### config.mk
export PLATFORM = sky130hd
export DESIGN_NAME = frame_line_scheduler
export DESIGN_NICKNAME = d
export VERILOG_FILES = /design/src/rtl/frame_line_scheduler.sv
export SDC_FILE = /design/constraint.sdc
export NUM_CORES = 1
export LEC_CHECK = 0
export CAP_MARGIN = 25
export CORE_ASPECT_RATIO = 0.5
export CORE_MARGIN = 2
export CORE_UTILIZATION = 51
export CTS_CLUSTER_SIZE = 40
export DETAILED_ROUTE_END_ITERATION = 8
export GPL_ROUTABILITY_DRIVEN = 0
export GPL_TIMING_DRIVEN = 0
export PLACE_DENSITY_LB_ADDON = 0.1
export SKIP_CTS_REPAIR_TIMING = 1
export SYNTH_ARGS = -nofsm -noshare
export SYNTH_HDL_FRONTEND = slang
export SYNTH_SLANG_ARGS = --single-unit
### constraint.sdc
create_clock -name imDRM5_CLOCK -period 2.7 [get_ports imDRM5_CLOCK]
set_input_delay 0.405 -clock imDRM5_CLOCK [delete_from_list [all_inputs] [get_ports imDRM5_CLOCK]]
set_output_delay 0.405 -clock imDRM5_CLOCK [all_outputs]
set_load 0.05 [all_outputs]
### src/rtl/frame_line_scheduler.sv
// D5M line-capture sequencer: frame/line detection, ping-pong line RAM write control, line hand-off queue.
// Optional `DROP_COUNT_EN adds oDROP_COUNT, a saturating count of dropped lines.
module frame_line_scheduler #(
    parameter int unsigned COLS = 800,
    parameter int unsigned ROWS = 600,
    parameter int unsigned AW   = 10,
    parameter int unsigned YW   = 10
) (
    input  logic          imDRM5_CLOCK,
    input  logic          iRST_N,
    input  logic          iSTART,
    input  logic          iCONTINUOUS,
    input  logic          imrCCD_FVAL,
    input  logic          imrCCD_LVAL,
    output logic          oWR_EN,
    output logic          oWR_BANK,
    output logic [AW-1:0] oWR_ADDR,
    output logic          oLINE_VALID,
    output logic          oLINE_BANK,
    output logic [YW-1:0] oLINE_Y,
    input  logic          iLINE_ACK,
    output logic          oBUSY,
    output logic          oFRAME_DONE,
    output logic          oOVERFLOW
`ifdef DROP_COUNT_EN
    ,
    output logic [15:0]   oDROP_COUNT
`endif
);

    localparam logic [AW:0] COLS_V = COLS[AW:0];
    localparam logic [YW:0] ROWS_V = ROWS[YW:0];

    typedef enum logic [1:0] {IDLE, WAIT_FRAME, CAPTURE, DONE} state_t;
    state_t state_q;

    logic          fval_q, lval_q, open_q, wbank_q;
    logic [AW:0]   x_q, x_d, x_cur;
    logic [YW:0]   y_q, y_d;
    logic [1:0]    full_q, full_clr, full_set;
    logic [1:0]    qv_q, qbank_q;
    logic [YW-1:0] qy0_q, qy1_q;
    logic          wr_en_q, wr_bank_q, busy_q, done_q, ovf_q;
    logic [AW-1:0] wr_addr_q;

    logic fval_rise, fval_fall, lval_rise, in_cap;
    logic line_close, line_post, line_start, accept, drop, pix_write, ack_take;

    always_comb begin
        fval_rise  = imrCCD_FVAL & ~fval_q;
        fval_fall  = ~imrCCD_FVAL & fval_q;
        lval_rise  = imrCCD_LVAL & ~lval_q;
        in_cap     = (state_q == CAPTURE);
        // A frame end with LVAL still high closes the open line in the same cycle.
        line_close = in_cap & lval_q & (fval_fall | ~imrCCD_LVAL);
        line_post  = line_close & open_q & (x_q != '0);
        line_start = in_cap & ~fval_fall & lval_rise;
        accept     = line_start & (~full_q[wbank_q] | (y_q >= ROWS_V));
        drop       = line_start & ~accept;
        x_cur      = lval_rise ? '0 : x_q;
        pix_write  = in_cap & ~fval_fall & imrCCD_LVAL & (accept | (open_q & ~lval_rise))
                     & (x_cur < COLS_V) & (y_q < ROWS_V);
        ack_take   = qv_q[0] & iLINE_ACK;
        x_d        = pix_write ? x_cur + 1'b1 : x_cur;
        y_d        = (line_close && (y_q < ROWS_V)) ? y_q + 1'b1 : y_q;
        full_clr   = ack_take  ? (2'b01 << qbank_q[0]) : 2'b00;
        full_set   = line_post ? (2'b01 << wbank_q)    : 2'b00;
    end

    always_ff @(posedge imDRM5_CLOCK) begin
        if (!iRST_N) begin
            state_q   <= IDLE;
            fval_q    <= 1'b0;
            lval_q    <= 1'b0;
            open_q    <= 1'b0;
            wbank_q   <= 1'b0;
            x_q       <= '0;
            y_q       <= '0;
            full_q    <= '0;
            qv_q      <= '0;
            qbank_q   <= '0;
            qy0_q     <= '0;
            qy1_q     <= '0;
            wr_en_q   <= 1'b0;
            wr_bank_q <= 1'b0;
            wr_addr_q <= '0;
            busy_q    <= 1'b0;
            done_q    <= 1'b0;
            ovf_q     <= 1'b0;
        end else begin
            fval_q    <= imrCCD_FVAL;
            lval_q    <= imrCCD_LVAL;
            wr_en_q   <= pix_write;
            wr_bank_q <= wbank_q;
            if (pix_write) wr_addr_q <= x_cur[AW-1:0];
            x_q       <= x_d;
            y_q       <= y_d;
            if (line_close) open_q <= 1'b0;
            if (accept)     open_q <= 1'b1;
            if (line_post)  wbank_q <= ~wbank_q;
            if (drop)       ovf_q <= 1'b1;
            full_q    <= (full_q & ~full_clr) | full_set;

            // Two-entry in-order queue; an ack and a post in one cycle both land.
            case ({ack_take, line_post})
                2'b11: begin
                    if (qv_q[1]) begin
                        qbank_q <= {wbank_q, qbank_q[1]};
                        qy0_q   <= qy1_q;
                        qy1_q   <= y_q[YW-1:0];
                    end else begin
                        qbank_q[0] <= wbank_q;
                        qy0_q      <= y_q[YW-1:0];
                    end
                end
                2'b10: begin
                    qv_q       <= {1'b0, qv_q[1]};
                    qbank_q[0] <= qbank_q[1];
                    qy0_q      <= qy1_q;
                end
                2'b01: begin
                    if (qv_q[0]) begin
                        qv_q[1]    <= 1'b1;
                        qbank_q[1] <= wbank_q;
                        qy1_q      <= y_q[YW-1:0];
                    end else begin
                        qv_q[0]    <= 1'b1;
                        qbank_q[0] <= wbank_q;
                        qy0_q      <= y_q[YW-1:0];
                    end
                end
                default: ;
            endcase

            done_q <= 1'b0;
            case (state_q)
                IDLE: begin
                    busy_q <= iSTART;
                    if (iSTART) begin
                        state_q <= WAIT_FRAME;
                        ovf_q   <= 1'b0;
                    end
                end
                WAIT_FRAME: begin
                    if (fval_rise) begin
                        state_q <= CAPTURE;
                        x_q     <= '0;
                        y_q     <= '0;
                        open_q  <= 1'b0;
                    end
                end
                CAPTURE: begin
                    if (fval_fall) begin
                        state_q <= DONE;
                        done_q  <= 1'b1;
                    end
                end
                DONE: begin
                    state_q <= iCONTINUOUS ? WAIT_FRAME : IDLE;
                    busy_q  <= iCONTINUOUS;
                end
                default: state_q <= IDLE;
            endcase
        end
    end

`ifdef DROP_COUNT_EN
    logic [15:0] drop_cnt_q;

    always_ff @(posedge imDRM5_CLOCK) begin
        if (!iRST_N) begin
            drop_cnt_q <= '0;
        end else if (iSTART && state_q == IDLE) begin
            drop_cnt_q <= '0;
        end else if (drop && drop_cnt_q != 16'hFFFF) begin
            drop_cnt_q <= drop_cnt_q + 16'd1;
        end
    end

    assign oDROP_COUNT = drop_cnt_q;
`endif

    assign oWR_EN      = wr_en_q;
    assign oWR_BANK    = wr_bank_q;
    assign oWR_ADDR    = wr_addr_q;
    assign oLINE_VALID = qv_q[0];
    assign oLINE_BANK  = qbank_q[0];
    assign oLINE_Y     = qy0_q;
    assign oBUSY       = busy_q;
    assign oFRAME_DONE = done_q;
    assign oOVERFLOW   = ovf_q;

endmodule

==> images/pinout.png <==
Pins as bars across the die edge, other pins in grey.
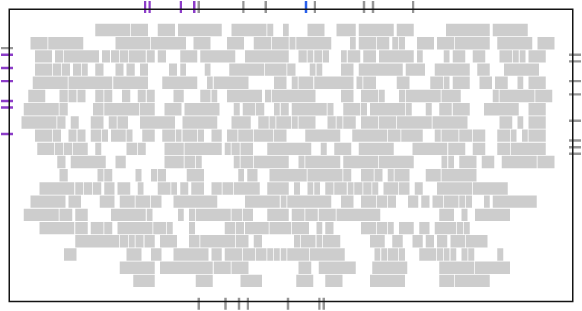
legend:
  oFRAME_DONE:
    colour: blue
    pins: 1
    direction: output
    edge: north
  oWR_ADDR:
    colour: purple
    pins: 10
    direction: output
    edge: 6 west, 4 north
die height: 59.88 um
Die Wd: 115.7 um
Port Buffer Count: 33

==> images/clock_wires.png <==
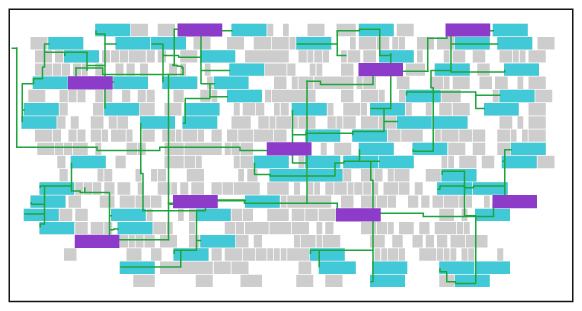
legend:
  flip-flops:
    colour: cyan
    count: 69
  clock-net drivers:
    colour: purple
    count: 9
  clock wires:
    colour: green
    length: 881 um
routed clock nets: 10
Clock Power: 1.12 mW
clock latency on the worst-skew pair: 0.34 ns
worst clock skew: 0.005524 ns

==> images/placed.png <==
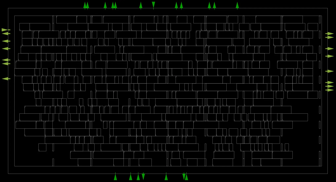
core area: 0.006056 mm2
registers: 69
row cnt: 20
sequential share of cell area: 34.05%

==> reports/metrics.cfg <==
[outcome]
status = finished, final reports clean

[logic_synthesis]
logic_family = simple AND/OR/NAND/NOR gates
area_leaders = dfxtp_1, mux2i_1, nor2_1
mux_share_pct = 5.383
synthAdderAreaFrac_pct = 4.322
synth_cell_types = 47
ff_type = dfxtp_1
ys_sh_aoi_pct = 17.92
ys_cells = 365
edf_count = 0
synth.top_cells.by_count = dfxtp_1, nor2_1, clkbuf_1
syn_avg_cell_area_um2 = 8.724
netlist.area_leader.share_pct = 43.38
ys_warn_count = 0
largest_area_cell = dfxtp_1
simple_gate_share_pct = 20.98
ys_seq_share_pct = 43.38
async_flop_share_pct = 0
ys_ff = 69
ys_sh_xor_pct = 2.750
top_cell = dfxtp_1
yosys_area_mm2 = 0.003184
synth_area_mm2 = 0.003184
syn_inst = 365
fp_nets = 383

[final_timing]
post-route-min-period_ns = 2.628
fin_tns_setup_ns = 0
max-slew-margin-rel_pct = 42.29
fmax_mhz = 380.6
slew_violations = 0
setup_ws_ns = 0.07249
period_used_pct = 97.32
finalSetupViolations = 0
hold_ws_ns = 0.4015
tightestPinTransition_ns = 0.8545
hold_viol_final = 0

[setup_path]
cp.required_ns = 2.95
crit_path_frequent_cell = ha_4
worstSetupPathType = reg2reg
cpMaxStageDelayCell = or3_4
start_kind = register
critPathCaptureType = register
crit_buf_inv = 3
max_stage_delay_ns = 0.38
arrival_ns = 2.88
critPathTopFamily = AND-OR/OR-AND gates
critical_path.max_fanout = 10
path_cells = inv_2 > ha_4 > nand2_1 > a21o_1 > buf_4 > or3_4 > ha_4 > mux2i_4 > buf_6 > a22oi_1 > a211oi_1

[routing]
drc = 0
dr_wl_met2_mm = 3.705
wire_per_inst_um = 15.76
m1WireLength_mm = 3.702
topRoutingLayerUsed = met4
drtPass1Iterations = 5
met3WireLength_um = 431
totalWireLength_mm = 7.961
vias = 2924
via_per_inst = 5.790
detail-route-antenna-nets = 0
drt_iter0_markers = 201

[grt]
use_met1_pct = 31.02
use_met3_pct = 10.14
grt_use_met2_pct = 39.60
grt_pass1_wl_mm = 12.73
grt_pass1_vias = 2666
busiest_layer = met2
overflow = 0
grt_max_degree = 11
antenna_found_initial = 0
track_usage_pct = 24.57

[clock_network]
cts.clk_slew.worst_paths_ns = 0.05
cts_tree = built
numCtsBuffers = 9
clock-root-buffer = clkbuf_16
h-tree-depth = 3
clk_path_buf_depth = 2
clock_sinks = 69

[final_layout]
lay_top_count = dfxtp_1
nFillCells = 509
final_util_pct = 67.11
syn2layout_area_growth_pct = 27.62
buf_share_pct = 12.41
lay_top_cells = dfxtp_1, nor2_1, clkdlybuf4s50_1
n_antenna_cell = 0
top_regs = x_q x11, y_q x11
flop_area_mm2 = 0.001384
clockBufferCount = 13
clk_share_pct = 6.773
final_layout_size_suffix_gt1_share_pct = 11.51
comb_share_pct = 42.61
logic_gates = 254
inv_count = 15
buffers = 64
final_nets = 431
finalNonFillerCells = 505
postLayoutCellArea_mm2 = 0.004064
mi_logic_area_mm2 = 0.001732
largestClassByArea = logic gates

[min_path]
hold_class = in2reg

[placement]
dpl.cell_count = 486
pre_cts_ws_ns = -0.8286
place_hpwl_mm = 5.481
dpl_cell_area_mm2 = 0.003627

[floorplanning]
fp_util_pct = 52.58
io_pins = 34
n_tap_cell = 88
dieArea_mm2 = 0.006930

[run]
maxCapViolCount = 0
tool_warnings = 34

[power]
power_density_mw_per_mm2 = 631.3
finalPower_mw = 2.566
ir_worst_vdd_uv = 386.9
p_leak_nw = 1.381

==> final timing paths <==
check	startpoint	to	slack (ns)	cells after the start
worst min-delay path	imrCCD_FVAL	fval_q	0.40	2
worst max-delay path	state_q[0]	oLINE_Y[9]	0.07	11
worst min register to register	oWR_ADDR[2]	oWR_ADDR[2]	0.48	2
worst max register to register	state_q[0]	oLINE_Y[9]	0.07	11
==> power by group <==
| group | total (mW) | internal, mW | switching, mW |
|---|---|---|---|
| sequential | 1.08 | 1.05 | 0.0291 |
| clock | 1.12 | 0.708 | 0.409 |
| combinational | 0.371 | 0.136 | 0.235 |
No activity file was given, so power comes from the tool's default toggle rates.
